**config.mk**
```make
export PLATFORM = sky130hd
export DESIGN_NAME = i2c_master_ctrl
export DESIGN_NICKNAME = d
export VERILOG_FILES = /design/src/rtl/i2c_master_ctrl.sv
export SDC_FILE = /design/constraint.sdc
export NUM_CORES = 1
export LEC_CHECK = 0
export ABC_AREA = 1
export CORE_ASPECT_RATIO = 0.5
export CORE_MARGIN = 4
export CORE_UTILIZATION = 35
export DETAILED_ROUTE_END_ITERATION = 10
export PLACE_DENSITY = 0.61
export SKIP_CTS_REPAIR_TIMING = 1
export SLEW_MARGIN = 20
export SYNTH_ARGS = -nofsm -noshare
export SYNTH_HDL_FRONTEND = slang
export SYNTH_SLANG_ARGS = --single-unit
```
**constraint.sdc**
```tcl
create_clock -name clk -period 2.2 [get_ports clk]
set_input_delay 0.66 -clock clk [delete_from_list [all_inputs] [get_ports clk]]
set_output_delay 0.66 -clock clk [all_outputs]
set_load 0.02 [all_outputs]
```
**src/rtl/i2c_master_ctrl.sv**
```systemverilog
// Single-byte I2C bus master: START, address+R/W, ACK, one data byte (write or read),
// ACK/NACK, STOP. One command in, one response out, via valid/ready handshake.
module i2c_master_ctrl #(
  parameter int CLK_DIV = 4
) (
  input  logic       clk,
  input  logic       reset,
  input  logic       cmd_valid,
  output logic       cmd_ready,
  input  logic       cmd_rw,
  input  logic [6:0] cmd_addr,
  input  logic [7:0] cmd_wdata,
  output logic       rsp_valid,
  output logic       rsp_nack,
  output logic [7:0] rsp_rdata,
  output logic       busy,
  output logic       scl_out,
  output logic       sda_oe,
  input  logic       sda_in
);

  typedef enum logic [3:0] {
    S_IDLE, S_START, S_ADDR, S_AACK, S_WDATA, S_WACK, S_RDATA, S_MNACK, S_STOP
  } state_t;

  localparam logic [7:0] QMAX = 8'(CLK_DIV - 1);

  state_t     r_state;
  state_t     w_next;
  logic [7:0] r_qcnt;
  logic [1:0] r_q;
  logic [2:0] r_bit;
  logic       r_rw;
  logic [6:0] r_addr;
  logic [7:0] r_wdata;
  logic [7:0] r_shift;
  logic [7:0] r_rdata;
  logic       r_nack;

  logic       w_accept;
  logic       w_tick;
  logic       w_slot_end;
  logic       w_sample;
  logic       w_last_bit;
  logic       w_scl_bit;
  logic       w_scl;
  logic       w_sda_oe;
  logic [7:0] w_abyte;

  assign cmd_ready  = (r_state == S_IDLE) && !reset;
  assign w_accept   = cmd_valid && cmd_ready;
  assign w_tick     = (r_state != S_IDLE) && (r_qcnt == QMAX);
  assign w_slot_end = w_tick && (r_q == 2'd3);
  assign w_sample   = w_tick && (r_q == 2'd2);
  assign w_last_bit = (r_bit == 3'd7);
  // SCL is high only in the middle two quarters of a data/ACK slot
  assign w_scl_bit  = r_q[0] ^ r_q[1];
  assign w_abyte    = {r_addr, r_rw};

  assign scl_out   = w_scl;
  assign sda_oe    = w_sda_oe;
  assign rsp_nack  = r_nack;
  assign rsp_rdata = r_rdata;

  always_ff @(posedge clk) begin
    if (reset) r_state <= S_IDLE;
    else       r_state <= w_next;
  end

  always_ff @(posedge clk) begin
    if (reset || (r_state == S_IDLE)) begin
      r_qcnt <= 8'd0;
      r_q    <= 2'd0;
      r_bit  <= 3'd0;
    end else begin
      r_qcnt <= w_tick ? 8'd0 : r_qcnt + 8'd1;
      if (w_tick) r_q <= r_q + 2'd1;
      if (w_slot_end) r_bit <= (w_next != r_state) ? 3'd0 : r_bit + 3'd1;
    end
  end

  always_ff @(posedge clk) begin
    if (w_accept) begin
      r_rw    <= cmd_rw;
      r_addr  <= cmd_addr;
      r_wdata <= cmd_wdata;
    end
    if ((r_state == S_RDATA) && w_sample) r_shift <= {r_shift[6:0], sda_in};
  end

  always_ff @(posedge clk) begin
    if (reset) begin
      r_nack  <= 1'b0;
      r_rdata <= 8'd0;
    end else begin
      if (w_accept) r_nack <= 1'b0;
      else if (((r_state == S_AACK) || (r_state == S_WACK)) && w_sample && sda_in)
        r_nack <= 1'b1;
      // r_shift already holds the last bit: it was sampled on the q2 tick of this slot
      if ((r_state == S_RDATA) && w_slot_end && w_last_bit) r_rdata <= r_shift;
    end
  end

  always_comb begin
    w_next    = r_state;
    w_scl     = 1'b1;
    w_sda_oe  = 1'b0;
    rsp_valid = 1'b0;
    busy      = (r_state != S_IDLE);
    case (r_state)
      S_IDLE: begin
        if (w_accept) w_next = S_START;
      end
      S_START: begin
        w_scl    = (r_q < 2'd2);
        w_sda_oe = (r_q != 2'd0);
        if (w_slot_end) w_next = S_ADDR;
      end
      S_ADDR: begin
        w_scl    = w_scl_bit;
        w_sda_oe = !w_abyte[3'd7 - r_bit];
        if (w_slot_end && w_last_bit) w_next = S_AACK;
      end
      S_AACK: begin
        w_scl = w_scl_bit;
        if (w_slot_end) begin
          if (r_nack)    w_next = S_STOP;
          else if (r_rw) w_next = S_RDATA;
          else           w_next = S_WDATA;
        end
      end
      S_WDATA: begin
        w_scl    = w_scl_bit;
        w_sda_oe = !r_wdata[3'd7 - r_bit];
        if (w_slot_end && w_last_bit) w_next = S_WACK;
      end
      S_WACK: begin
        w_scl = w_scl_bit;
        if (w_slot_end) w_next = S_STOP;
      end
      S_RDATA: begin
        w_scl = w_scl_bit;
        if (w_slot_end && w_last_bit) w_next = S_MNACK;
      end
      S_MNACK: begin
        w_scl = w_scl_bit;
        if (w_slot_end) w_next = S_STOP;
      end
      S_STOP: begin
        w_scl    = (r_q != 2'd0);
        w_sda_oe = (r_q < 2'd2);
        if (w_slot_end) begin
          rsp_valid = !reset;
          w_next    = S_IDLE;
        end
      end
      default: w_next = S_IDLE;
    endcase
  end

endmodule

```
### Metal 3

Scale: 4 px per um. Cells faint in the background.
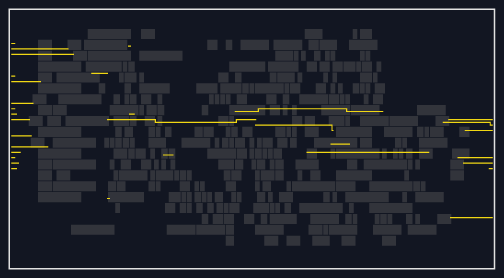
main direction: horizontal
wire length on this layer: 266 um
met3 Use GR: 4.71%
Total Wirelength: 4750 um
DR vias: 1852

### Sizing map

Scale: 3 px per um.
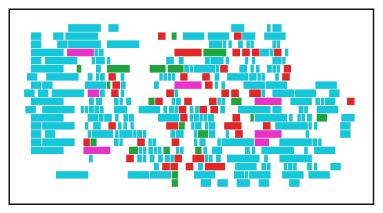
legend:
  x1 and smaller:
    color: cyan
    cells: 242
    most_used: nor2_1
  x2:
    color: green
    cells: 19
    most_used: nor2_2
  x6 and larger:
    color: magenta
    cells: 7
    most_used: clkbuf_16
  x3 and x4:
    color: red
    cells: 44
    most_used: buf_4
Area growth syn-to-layout: 39.0%
non-clock buffer total of the final layout: 69
fin area: 3100 um^2
worst setup slack after layout: -33.4 ps

### Clock nets

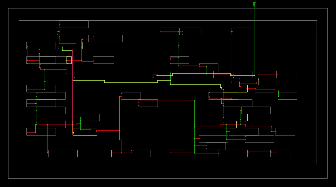
clk_skew: 8.77 ps
Num Clock Sinks: 50
Flops: 50

==> reports/qor.csv <==
metric,value,unit
relSlewSlack,73.0,%
place_hpwl,3680,um
clk_share,4.84,%
critPathMaxFanout,5,
grt_overflow,0,
maxCapViolations,0,
clock_latency,290,ps
num_rows,20,
grt_max_degree,17,
taps,88,
synthAoiAreaFrac,8.30,%
crit_slowest_cell,dfxtp_2,
synthCells,240,
gp_congestion,0.831,
ys_sh_mux,0,%
fmaxAchievable,448,MHz
ys_cells,240,
synth.top_cell.area_share,32.3,%
n_antenna_cell,0,
powerComb,121,uW
status,"complete, but fails checks",
maxSlewViolCount,0,
holdWs,451,ps
ys_area,2230,um^2
avgSynthCellArea,9.30,um^2
track_usage,12.7,%
max_stage_delay,330,ps
grt.busiest_layer,met2,
r2r_slack,360,ps
finalSetupTns,-33.4,ps
drt_pass1_iterations,4,
cp_top_family,AND-OR/OR-AND gates,
pwr_density_cell,612,nW/um^2
crit_cells,7,
synth.most_common_cell,nor2_1,
ys_seq_share,55.6,%
layout.nets,337,
lay_top_count,nor2_1,
pre_cts_ws,-451,ps
fp_nets,266,
portBuffers,33,
wl_met2,2160,um
setup_viol,1,
cp_num_buf_inv,3,
grt_pass1_wl,7650,um
mi_logic_area,907,um^2
seq_share,40.1,%
period_needed,2230,ps
intPower,1500,uW
synth.cell_area,2230,um^2
worst-r2r-cell-count,9,
seq_area,1240,um^2
cts_made_buffers,5,
utilization,50.6,%
p_leak,0.00123,uW
die_h,64.5,um
violations,negative setup slack,
place_area,2920,um^2
wl_met3,265,um
comb_share,29.2,%
ys_top_logic_family,simple AND/OR/NAND/NOR gates,
stdcell_count,400,
drt-wirelength-per-cell,11.9,um
lay_top_cells,"nor2_1, buf_4, nand2_1, clkdlybuf4s50_1",
numSynthFlops,50,
top_power_group,registers,
clkTransAtPathRegs,70,ps
simple_gate_share,25.6,%
p_sw,394,uW
drt-initial-drc-count,110,
ios,34,
worstPathArrival,1570,ps
antenna_found_initial,0,
p_seq,997,uW
clockBufferDepth,2,
startpoint,r_bit[0],
async_flop_share,0,%
edf_count,24,
holdCritPathClass,flop to flop,
dp_cells,392,
drive_gt1_share,22.4,%
num-nonclk-inverters,24,
drtAntennaViolNets,0,
cts_tree,built,
reg2reg_from,r_qcnt[1],
buffer_area_share,19.4,%
p_total,1900,uW
fin_ws,-33.4,ps
cp-start-kind,flop,
top_cells_by_count,"nor2_1, nand2_1, dfxtp_1, edfxtp_1, inv_1",
area_leaders,"edfxtp_1, dfxtp_1, nor2_1",
routed.top_layer,met4,
root_buffer,clkbuf_16,
holdPathStages,0,
layout_worst_path_cycle_share,102,%
cp_data_required_time,1540,ps
min_to,r_shift[7],
power_clock,780,uW
worstHoldStart,r_shift[6],
viasPerCell,4.63,
hold_viol_final,0,
core_area,6130,um^2
top_area_cell,edfxtp_1,
wl_met1,2280,um
synth_warnings,0,
yosysUniqueCellTypes,38,
die_x,121,um
tool_warnings,29,
grt_pass1_vias,1716,
die_area,7800,um^2
path_cells,"inv_2, buf_6, nand2_1, a221o_1, nand3b_1, o2111ai_2, buf_4",
comb_cells,161,
rsz0062_at_grt,true,
num-fill-cells,597,
h-tree-depth,2,
setup.worst_path.end_class,primary output,
grt_use_met1,15.8,%
synth-adder-area-share,3.36,%
met2_usage,20.3,%
p_seq_share,52.5,%
synthXorXnorAreaFrac,1.57,%
clockPowerShare,41.1,%
initCoreUtil,36.4,%
r2r_end,rsp_rdata[7],
ir_drop,0.433,mV
crit_type,flop to primary output,
clock_buffers,6,
remaining_drc_errors,0,
largest_class,registers,
tightest_slew,403,ps
ff_type,dfxtp_1,
p_comb_share,6.4,%
crit_path_end,sda_oe,
power_switching_share,20.7,%
No activity file was given, so power comes from the tool's default toggle rates.
